### src/rtl/regfile_wb_arbiter.sv
// Write-back arbiter for the 16x24 register file: load returns take the write port first,
// then queued ALU results, then a same-cycle ALU bypass. Also keeps a busy scoreboard for decode.
module regfile_wb_arbiter #(
  parameter int WIDTH        = 24,
  parameter int REGNUM       = 16,
  parameter int ADDRESSWIDTH = 4,
  parameter int DEPTH        = 4
) (
  input  logic                    clk,
  input  logic                    reset,
  input  logic                    alu_valid,
  output logic                    alu_ready,
  input  logic [ADDRESSWIDTH-1:0] alu_wa,
  input  logic [WIDTH-1:0]        alu_wd,
  input  logic                    ld_issue,
  input  logic [ADDRESSWIDTH-1:0] ld_issue_wa,
  input  logic                    ld_valid,
  input  logic [ADDRESSWIDTH-1:0] ld_wa,
  input  logic [WIDTH-1:0]        ld_wd,
  output logic                    we3,
  output logic [ADDRESSWIDTH-1:0] wa3,
  output logic [WIDTH-1:0]        wd3,
  output logic [REGNUM-1:0]       busy,
  output logic                    err
);

  localparam int PW = $clog2(DEPTH);
  localparam int CW = PW + 1;
  localparam logic [ADDRESSWIDTH-1:0] PC_REG = ADDRESSWIDTH'(REGNUM - 1);

  logic [ADDRESSWIDTH-1:0] fifo_wa_q [DEPTH];
  logic [WIDTH-1:0]        fifo_wd_q [DEPTH];
  logic [PW-1:0]           rd_ptr_q, rd_ptr_d, wr_ptr_q, wr_ptr_d;
  logic [CW-1:0]           count_q, count_d;
  logic [REGNUM-1:0]       pend_q, pend_d;
  logic                    err_q, err_d;
  logic                    alu_valid_prev_q, alu_ready_prev_q;
  logic                    we3_q, we3_d;
  logic [ADDRESSWIDTH-1:0] wa3_q, wa3_d;
  logic [WIDTH-1:0]        wd3_q, wd3_d;

  logic accept, alu_keep, ld_keep, fifo_empty, pop, bypass, push;
  logic [DEPTH-1:0] live;

  assign alu_ready  = (count_q < CW'(DEPTH));
  assign accept     = alu_valid & alu_ready;
  assign alu_keep   = accept & (alu_wa != PC_REG);
  assign ld_keep    = ld_valid & (ld_wa != PC_REG);
  assign fifo_empty = (count_q == '0);
  assign pop        = ~ld_keep & ~fifo_empty;
  assign bypass     = ~ld_keep & fifo_empty & alu_keep;
  assign push       = alu_keep & ~bypass;

  // An entry is live when its distance from the read pointer is below the count.
  generate
    for (genvar gi = 0; gi < DEPTH; gi++) begin : g_live
      logic [PW-1:0] offset;
      assign offset   = PW'(gi) - rd_ptr_q;
      assign live[gi] = ({1'b0, offset} < count_q);
    end
  endgenerate

  always_comb begin
    busy = pend_q;
    for (int e = 0; e < DEPTH; e++) begin
      if (live[e]) busy[fifo_wa_q[e]] = 1'b1;
    end
    busy[REGNUM-1] = 1'b0;
  end

  always_comb begin
    we3_d    = 1'b0;
    wa3_d    = wa3_q;
    wd3_d    = wd3_q;
    rd_ptr_d = rd_ptr_q;
    wr_ptr_d = wr_ptr_q;
    count_d  = count_q + CW'(push) - CW'(pop);
    if (ld_keep) begin
      we3_d = 1'b1;
      wa3_d = ld_wa;
      wd3_d = ld_wd;
    end else if (pop) begin
      we3_d = 1'b1;
      wa3_d = fifo_wa_q[rd_ptr_q];
      wd3_d = fifo_wd_q[rd_ptr_q];
    end else if (bypass) begin
      we3_d = 1'b1;
      wa3_d = alu_wa;
      wd3_d = alu_wd;
    end
    if (pop)  rd_ptr_d = rd_ptr_q + PW'(1);
    if (push) wr_ptr_d = wr_ptr_q + PW'(1);
  end

  // Return clears before issue sets, so a same-cycle reissue keeps the bit.
  always_comb begin
    pend_d = pend_q;
    if (ld_valid) pend_d[ld_wa] = 1'b0;
    if (ld_issue) pend_d[ld_issue_wa] = 1'b1;
    err_d = err_q
          | (ld_issue & pend_q[ld_issue_wa] & ~(ld_valid & (ld_wa == ld_issue_wa)))
          | (ld_valid & ~pend_q[ld_wa])
          | (alu_valid_prev_q & ~alu_ready_prev_q & ~alu_valid);
  end

  always_ff @(posedge clk) begin
    if (reset) begin
      rd_ptr_q         <= '0;
      wr_ptr_q         <= '0;
      count_q          <= '0;
      pend_q           <= '0;
      err_q            <= 1'b0;
      alu_valid_prev_q <= 1'b0;
      alu_ready_prev_q <= 1'b0;
      we3_q            <= 1'b0;
      wa3_q            <= '0;
      wd3_q            <= '0;
    end else begin
      rd_ptr_q         <= rd_ptr_d;
      wr_ptr_q         <= wr_ptr_d;
      count_q          <= count_d;
      pend_q           <= pend_d;
      err_q            <= err_d;
      alu_valid_prev_q <= alu_valid;
      alu_ready_prev_q <= alu_ready;
      we3_q            <= we3_d;
      wa3_q            <= wa3_d;
      wd3_q            <= wd3_d;
    end
  end

  always_ff @(posedge clk) begin
    if (push) begin
      fifo_wa_q[wr_ptr_q] <= alu_wa;
      fifo_wd_q[wr_ptr_q] <= alu_wd;
    end
  end

  assign we3 = we3_q;
  assign wa3 = wa3_q;
  assign wd3 = wd3_q;
  assign err = err_q;

endmodule
### config.mk
export PLATFORM = sky130hd
export DESIGN_NAME = regfile_wb_arbiter
export DESIGN_NICKNAME = d
export VERILOG_FILES = /design/src/rtl/regfile_wb_arbiter.sv
export SDC_FILE = /design/constraint.sdc
export NUM_CORES = 1
export LEC_CHECK = 0
export CAP_MARGIN = 20
export CELL_PAD_IN_SITES_DETAIL_PLACEMENT = 1
export CELL_PAD_IN_SITES_GLOBAL_PLACEMENT = 2
export CORE_ASPECT_RATIO = 0.75
export CORE_MARGIN = 5
export CORE_UTILIZATION = 38
export CTS_BUF_LIST = sky130_fd_sc_hd__clkbuf_4 sky130_fd_sc_hd__clkbuf_8
export CTS_CLUSTER_DIAMETER = 100
export DETAILED_ROUTE_END_ITERATION = 7
export PLACE_DENSITY = 0.87
export REMOVE_ABC_BUFFERS = 1
export SYNTH_ARGS = -nofsm -noshare
export SYNTH_HDL_FRONTEND = slang
export SYNTH_SLANG_ARGS = --single-unit
### constraint.sdc
create_clock -name clk -period 3.3 [get_ports clk]
set_input_delay 0.66 -clock clk [delete_from_list [all_inputs] [get_ports clk]]
set_output_delay 0.66 -clock clk [all_outputs]
set_load 0.01 [all_outputs]
Fig. 1: run 1, cell placement
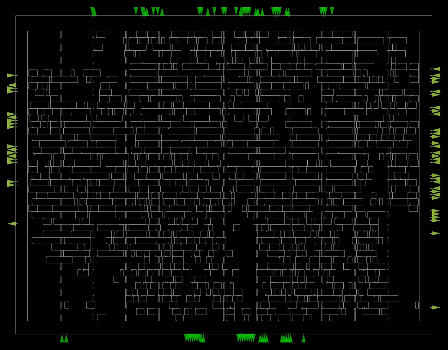
Tapcells: 258
Seq area share: 46.1%
Finished Layout Cells: 1,033

Fig. 2: run 1, sizing map
Scale bar: 50 um.
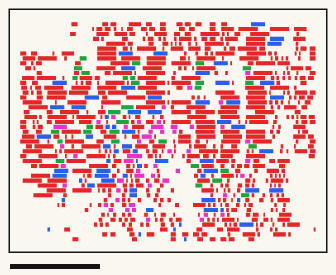
Blue marks _2 cells, cells 65. Magenta marks _3 and _4 cells, cells 50. Red marks _0 and _1 cells, cells 630. Green marks _6 and larger, cells 30.

Fig. 3: run 1, signal wires on met4
Supply wires on this layer in gray. Cells faint in the background.
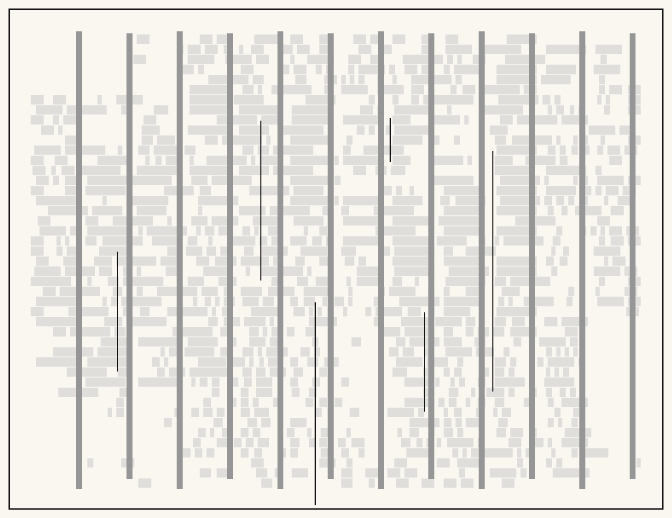
The layer holds 0.97% of the routed length. The longest straight run is 64.6 um. 4 nets have wire on it. The layer carries 232 um of wire. The wires run mostly vertical.
vias: 5,920
final wirelength: 23,800 um

==> Slide: Implementation Results, run 1 <==
Run Summary

Global route
  • Vias in the first global route: between 6,000 and 7,000
  • Tot GR Track Use: roughly 20%

Hold path
  • Hold Path Stages: 2
  • HP Class: register to register

Power and ir drop
  • Logic pwr share: 36.9%
  • Total net switching power: 0.00239 W
  • PwrDens: 678 nW/um^2
  • Clock power frac: 21.8%
  • Seq pwr share: around two fifths

STA
  • Clock skew: between 15 and 20 ps
  • Setup WS post-layout: -94.6 ps
  • Final count of negative-setup-slack endpoints: 2
  • Hold WS: around 460 ps
  • RSZ-0062 raised after global routing: true
  • Setup tns final: -149 ps
  • Max_slew headroom: between 40 and 50%

Floorplanning
  • FP Util: approximately two fifths
  • Die width: 176 um
  • # rows: approximately 45
  • Die height: ~130 um

Critical path
  • Worst-path fanout max: 4
  • FF-to-FF path depth: 10
  • Crit. path cell count: 8
  • Slowest cell on the critical path: clkdlybuf4s50_1
  • CP Launch Point: rd_ptr_q[0]$_SDFFE_PP0N_
  • Crit path max-delay family: buffers and inverters
  • Slowest Stage Delay on Critical Path: 490 ps

Status
  • Status: complete, but fails checks
  • Failing checks: setup timing

Clocking
  • CTS sink count: around 170
  • Hold Buf Count CTS: 0

Layout
  • Util after Layout: a little under 50%
  • Final instance area: between 9000 and 10,000 um^2
  • Final layout net count: 838
  • Most frequent cells in the layout: edfxtp_1, clkdlybuf4s50_1, nand2_1

Placed design
  • Port bufs: 110
  • Placed Cells: just under 1,000

Synthesis
  • Mapped Cells: about 640
  • Yosys stat area: between 7000 and 8000 um^2
  • XOR Share, Synth: under 10%
  • Simple-Gate Area Share: a little over an eighth
  • Count of unique library cells instantiated by Yosys: between 50 and 60

Job
  • Max cap viols: 0

Route
  • Avg Vias per Cell: 5.73
[run 1: layout make-up]
class,count,area (um^2)
fill,2130,10500
sequential,169,4510
multi-input combinational,413,3120
timing repair buffer,148,1400
tap,258,323
clock buffer,17,234
clock inverter,15,156
inverter,13,48.8
[run 1: per-layer routing]
| metal | GRT usage [%] | up-vias | wire length [um] |
|---|---|---|---|
| met2 | 32.6 | 207 | 11200 |
| li1 | - | 2666 | - |
| met1 | 28.3 | 3030 | 10700 |
| met5 | 0 | - | 0 |
| met4 | 4.46 | 0 | 231 |
| met3 | 5.41 | 17 | 1720 |
[run 1: final timing paths]
check	to	slack [ps]
worst max register to register	count_q[2]$_SDFF_PP0_	780
worst max-delay path	busy[9]	-90
worst min-delay path	wd3[23]$_SDFFE_PP0P_	460
worst min register to register	wd3[23]$_SDFFE_PP0P_	460
Fig. 4: run 1, signal wires on met3
Scale bar: 50 um.
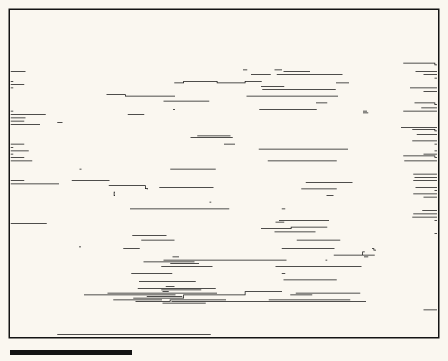

--- run 2 (diff from run 1) ---
- CORE_MARGIN: 5 -> default
- SKIP_CTS_REPAIR_TIMING: default -> 1
Fig. 5: run 2, signal wires on met3
Scale bar: 50 um.
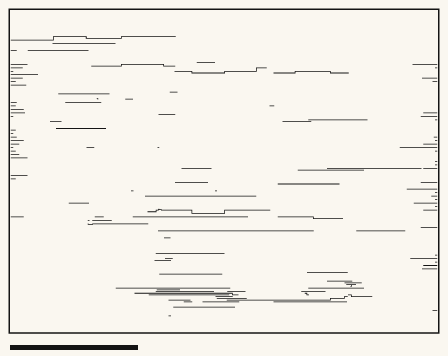
The longest straight run is 60.7 um. The wires run mostly horizontal. The layer holds 5.8% of the routed length. 96 nets have wire on it.

Fig. 6: run 2, wiring by layer
Scale bar: 50 um.
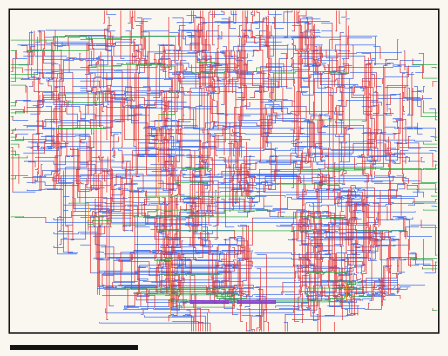
Red marks metal 2, wire length 11,200 um. Purple marks metal 5, wire length 27.6 um. Orange marks metal 4, wire length 175 um. Blue marks metal 1, wire length 11,200 um. Green marks metal 3, wire length 1,380 um.
final wirelength: 24,000 um
routed length per instance: 23.2 um
Tot GR Track Use: 23.1%

==> run 2 against run 1 <==
Net effect: setup slack gained 190 ps; sequential power about the same; critical path type unchanged; the flow now finishes without violations; largest cell class unchanged; total power up 1.2%; first-iteration DRC count down 11%.
==> Slide: Implementation Results, run 2 <==
Run Summary

Clocking
  • CTS sink count: 169 (unchanged)

Layout
  • Layout clock buffer count: 17 (unchanged)
  • Final instance area: 9830 um^2 (+0.37%)
  • Util after Layout: 48.6% (+0.31 points)
  • Biggest Area Class: flip-flops and latches
  • Repair and plain buffers: 146 (-1.4%)
  • Combinational gate count: 413 (unchanged)
  • Most frequent cells in the layout: edfxtp_1, clkdlybuf4s50_1, nand2_1
  • Finished Layout Cells: 1,031 (-0.19%)
  • Flop area: 4510 um^2 (about the same)
  • Inverters, non-clock: 13 (unchanged)
  • Seq area share: 45.9% (-0.18 points)
  • Flops: 169 (unchanged)
  • Clk tree area frac: 3.88% (-0.10 points)
  • NonClk Buf Share: 14.5% (+0.25 points)
  • Comb/total area: 31.9% (+0.048 points)
  • Filler Cell Count: 2,083 (-2.2%)

Synthesis
  • XOR Share, Synth: 1.12% (unchanged)
  • Mapped Cells: 635 (unchanged)
  • Count of unique library cells instantiated by Yosys: 52 (unchanged)
  • Simple-Gate Area Share: 13.2% (unchanged)

Critical path
  • CP Launch Point: rd_ptr_q[1]$_SDFFE_PP0N_
  • Worst-path fanout max: 4 (unchanged)
  • Reg2reg end: count_q[2]$_SDFF_PP0_
  • FF-to-FF path depth: 11 (+1)
  • Slowest cell on the critical path: or4_1
  • Crit path max-delay family: simple AND/OR/NAND/NOR gates
  • FF-to-FF setup slack: 810 ps (+30 ps)
  • Slowest Stage Delay on Critical Path: 410 ps (-80 ps)

Floorplanning
  • Tapcells: 258 (unchanged)
  • FP Util: 38.8% (+0.11 points)
  • Die width: 168 um (-4.6%)
  • Die height: 126 um (-6.0%)

Power and ir drop
  • Logic pwr share: 37.3% (+0.4 points)
  • Total net switching power: 0.00237 W (-1.0%)
  • Clock power frac: 22.0% (+0.2 points)

Hold path
  • HP Class: register to register
  • Hold Crit Endpoint: wd3[2]$_SDFFE_PP0P_

Placed design
  • Placed Cells: 993 (+0.30%)
  • Port bufs: 110 (unchanged)

STA
  • Setup tns final: 0 ps (+149 ps)
  • Clock skew: 12.2 ps (-6.06 ps)
  • Final count of negative-setup-slack endpoints: 0 (-2)
  • Hold WS: 454 ps (-6.06 ps)
  • Setup WS post-layout: 97.8 ps (+192 ps)
  • Max_slew headroom: 38.9% (-5.8 points)

Status
  • Status: complete, no violations

Route
  • Vias: 5,895 (-0.42%)

Job
  • Max cap viols: 0 (unchanged)
-- run 2: netlist changes by cell type in the layout (fill, tap and decap cells not counted), moves of 3 or more --
cell | before | now
dlymetal6s2s_1 | 2 | 13
dlygate4sd2_1 | 6 | 0
clkinv_4 | 5 | 1
inv_8 | 4 | 0
clkinv_1 | 0 | 3
clkinvlp_4 | 0 | 3
o211ai_2 | 5 | 2
o211ai_4 | 0 | 3
-- run 2: metal layers --
metal  share of wire [%]  vias to the layer above  GRT usage (%)
met5                0.11                        -              0
met4                0.73                        4           5.72
met3                 5.8                       23           6.02
met2                  47                      180           35.7
met1                  47                     3032           32.5
li1                    -                     2656              -
Fig. 7: run 2, sizing map
Scale bar: 50 um.
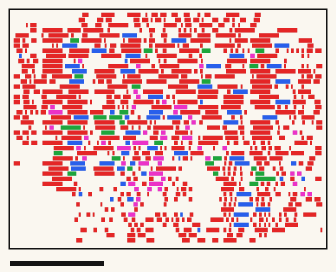

--- run 3 (diff from run 2) ---
--- a/config.mk
+++ b/config.mk
@@ -15,2 +15,3 @@
 export DETAILED_ROUTE_END_ITERATION = 7
+export HOLD_SLACK_MARGIN = 0.05
 export PLACE_DENSITY = 0.87
==> constraint.sdc (replaced) <==
create_clock -name clk -period 3.3 [get_ports clk]
set_input_delay 0.495 -clock clk [delete_from_list [all_inputs] [get_ports clk]]
set_output_delay 0.495 -clock clk [all_outputs]
set_load 0.02 [all_outputs]
Fig. 8: run 3, sizing map
Scale bar: 50 um.
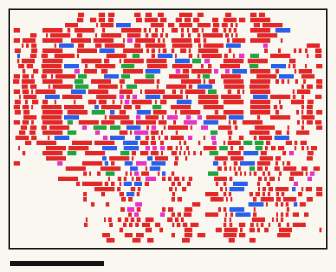
Blue marks _2 cells, cells 55. Magenta marks _3 and _4 cells, cells 40. Green marks _6 and larger, cells 30. Red marks _0 and _1 cells, cells 642.
Setup WS post-layout: 137 ps
Repair and plain buffers: 141

Fig. 9: run 3, cell placement
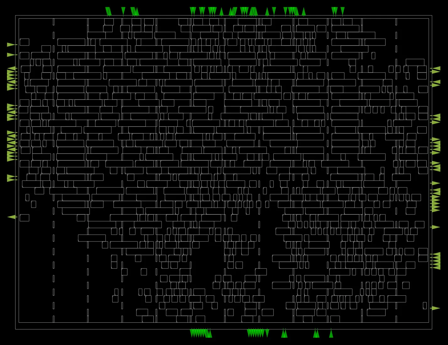
Util after Layout: 48.4%
Finished Layout Cells: 1,025
core area: 20,200 um^2
# rows: 45
Flops: 169

==> run 3 against run 2 <==
Net effect: sequential power barely moved; worst hold slack improved by 5.8 ps; area after synthesis did not move; design area fell by 0.42%; global-route usage fell by 0.57 points; clock skew rose by 4.6 ps; utilization fell by 0.20 points; non-clock buffer count fell by 5; highest routed layer is now met4.
==> Slide: Implementation Results, run 3 <==
Run Summary

Status
  • Status: complete, no violations

Synthesis
  • Mapped Cells: 635 (unchanged)
  • Count of unique library cells instantiated by Yosys: 52 (unchanged)
  • Cell with the most instances after synthesis: edfxtp_1

Critical path
  • Slowest Stage Delay on Critical Path: 400 ps (about the same)
  • Worst-path fanout max: 4 (unchanged)
  • CP cell instances: inv_1 -> buf_4 -> ha_1 -> a21oi_4 -> o211ai_1 -> buf_4 -> o32ai_1 -> or3_1 -> dlymetal6s2s_1
  • CP Data Required Time: between 2000 and 3000 ps
  • Crit path max-delay family: buffers and inverters
  • Critical path class: register to output port
  • Slowest cell on the critical path: dfxtp_2
  • FF-to-FF setup slack: 590 ps (-220 ps)

Layout
  • Inverters, non-clock: 13 (unchanged)
  • Comb/total area: 31.7% (-0.22 points)
  • Biggest Area Class: flip-flops and latches
  • Flop area: 4510 um^2 (about the same)
  • Clk tree area frac: 3.98% (+0.093 points)
  • Seq area share: 46.1% (+0.16 points)
  • Most frequent cells in the layout: edfxtp_1, clkdlybuf4s50_1, nand2_1
  • Filler Cell Count: 2,082 (-0.048%)

Power and ir drop
  • Total net switching power: 0.00246 W (+4.0%)
  • Clock power frac: 21.7% (-0.3 points)

Floorplanning
  • Die width: 168 um (unchanged)
  • Tapcells: 258 (unchanged)

Route
  • Final wirelength: 23,000 um (-4.0%)
  • Routed length per instance: 22.4 um (-3.4%)
  • Top sig layer: met4
  • M1 WL: 10,800 um (-3.6%)
  • Met2 WL: 10,600 um (-5.4%)
  • Met3 WL: 1400 um (+1.0%)

Global route
  • Met3 Use GR: 4.59% (-1.4 points)
  • Tot GR Track Use: 22.5% (-0.57 points)
  • Initial antenna violation count: 1
  • Met1 Track Usage GR: 32.2% (-0.32 points)
  • Top Usage Layer GRT: met2
  • Met2 Usage GRT: 35.4% (-0.22 points)

STA
  • Max_slew headroom: 42.5% (+3.6 points)
  • Final count of negative-setup-slack endpoints: 0 (unchanged)
  • Setup tns final: 0 ps (unchanged)
  • Clock skew: 16.8 ps (+4.55 ps)

Hold path
  • Hold Crit Endpoint: wd3[16]$_SDFFE_PP0P_
  • HP Class: register to register

Clocking
  • Max clock buf depth: 2
  • CTS sink count: 169 (unchanged)
run 3: cell counts after synthesis:
Identical to the previous run, type by type.
run 3: per-stage QoR:
stage	total power, W	std cells	area (um^2)	setup WS, ps
finish	0.00667	1025	9790	137
global route	0.00703	1025	9790	26.4
CTS	0.00664	1021	9670	-279
detailed placement	0.00519	990	9290	237
global placement	0.00510	990	9290	299
floorplan	0.00418	595	7610	114
run 3: cells by family (layout without fill, tap and decap cells):
family / count (synthesis) / count (layout) / share of synthesized area [%]
and+or+nand+nor: 203 / 203 / 13.2
DFF: 169 / 169 / 57.5
AOI/OAI and AO/OA: 141 / 141 / 11.2
buffers and inverters: 53 / 185 / 3.50
muxes: 47 / 47 / 11.6
adders and majority gates: 11 / 11 / 1.85
xor gates and xnor gates: 10 / 10 / 1.12
other: 1 / 1 / 0.0479
Power figures rest on the tool's default switching activity, not on a simulated workload.
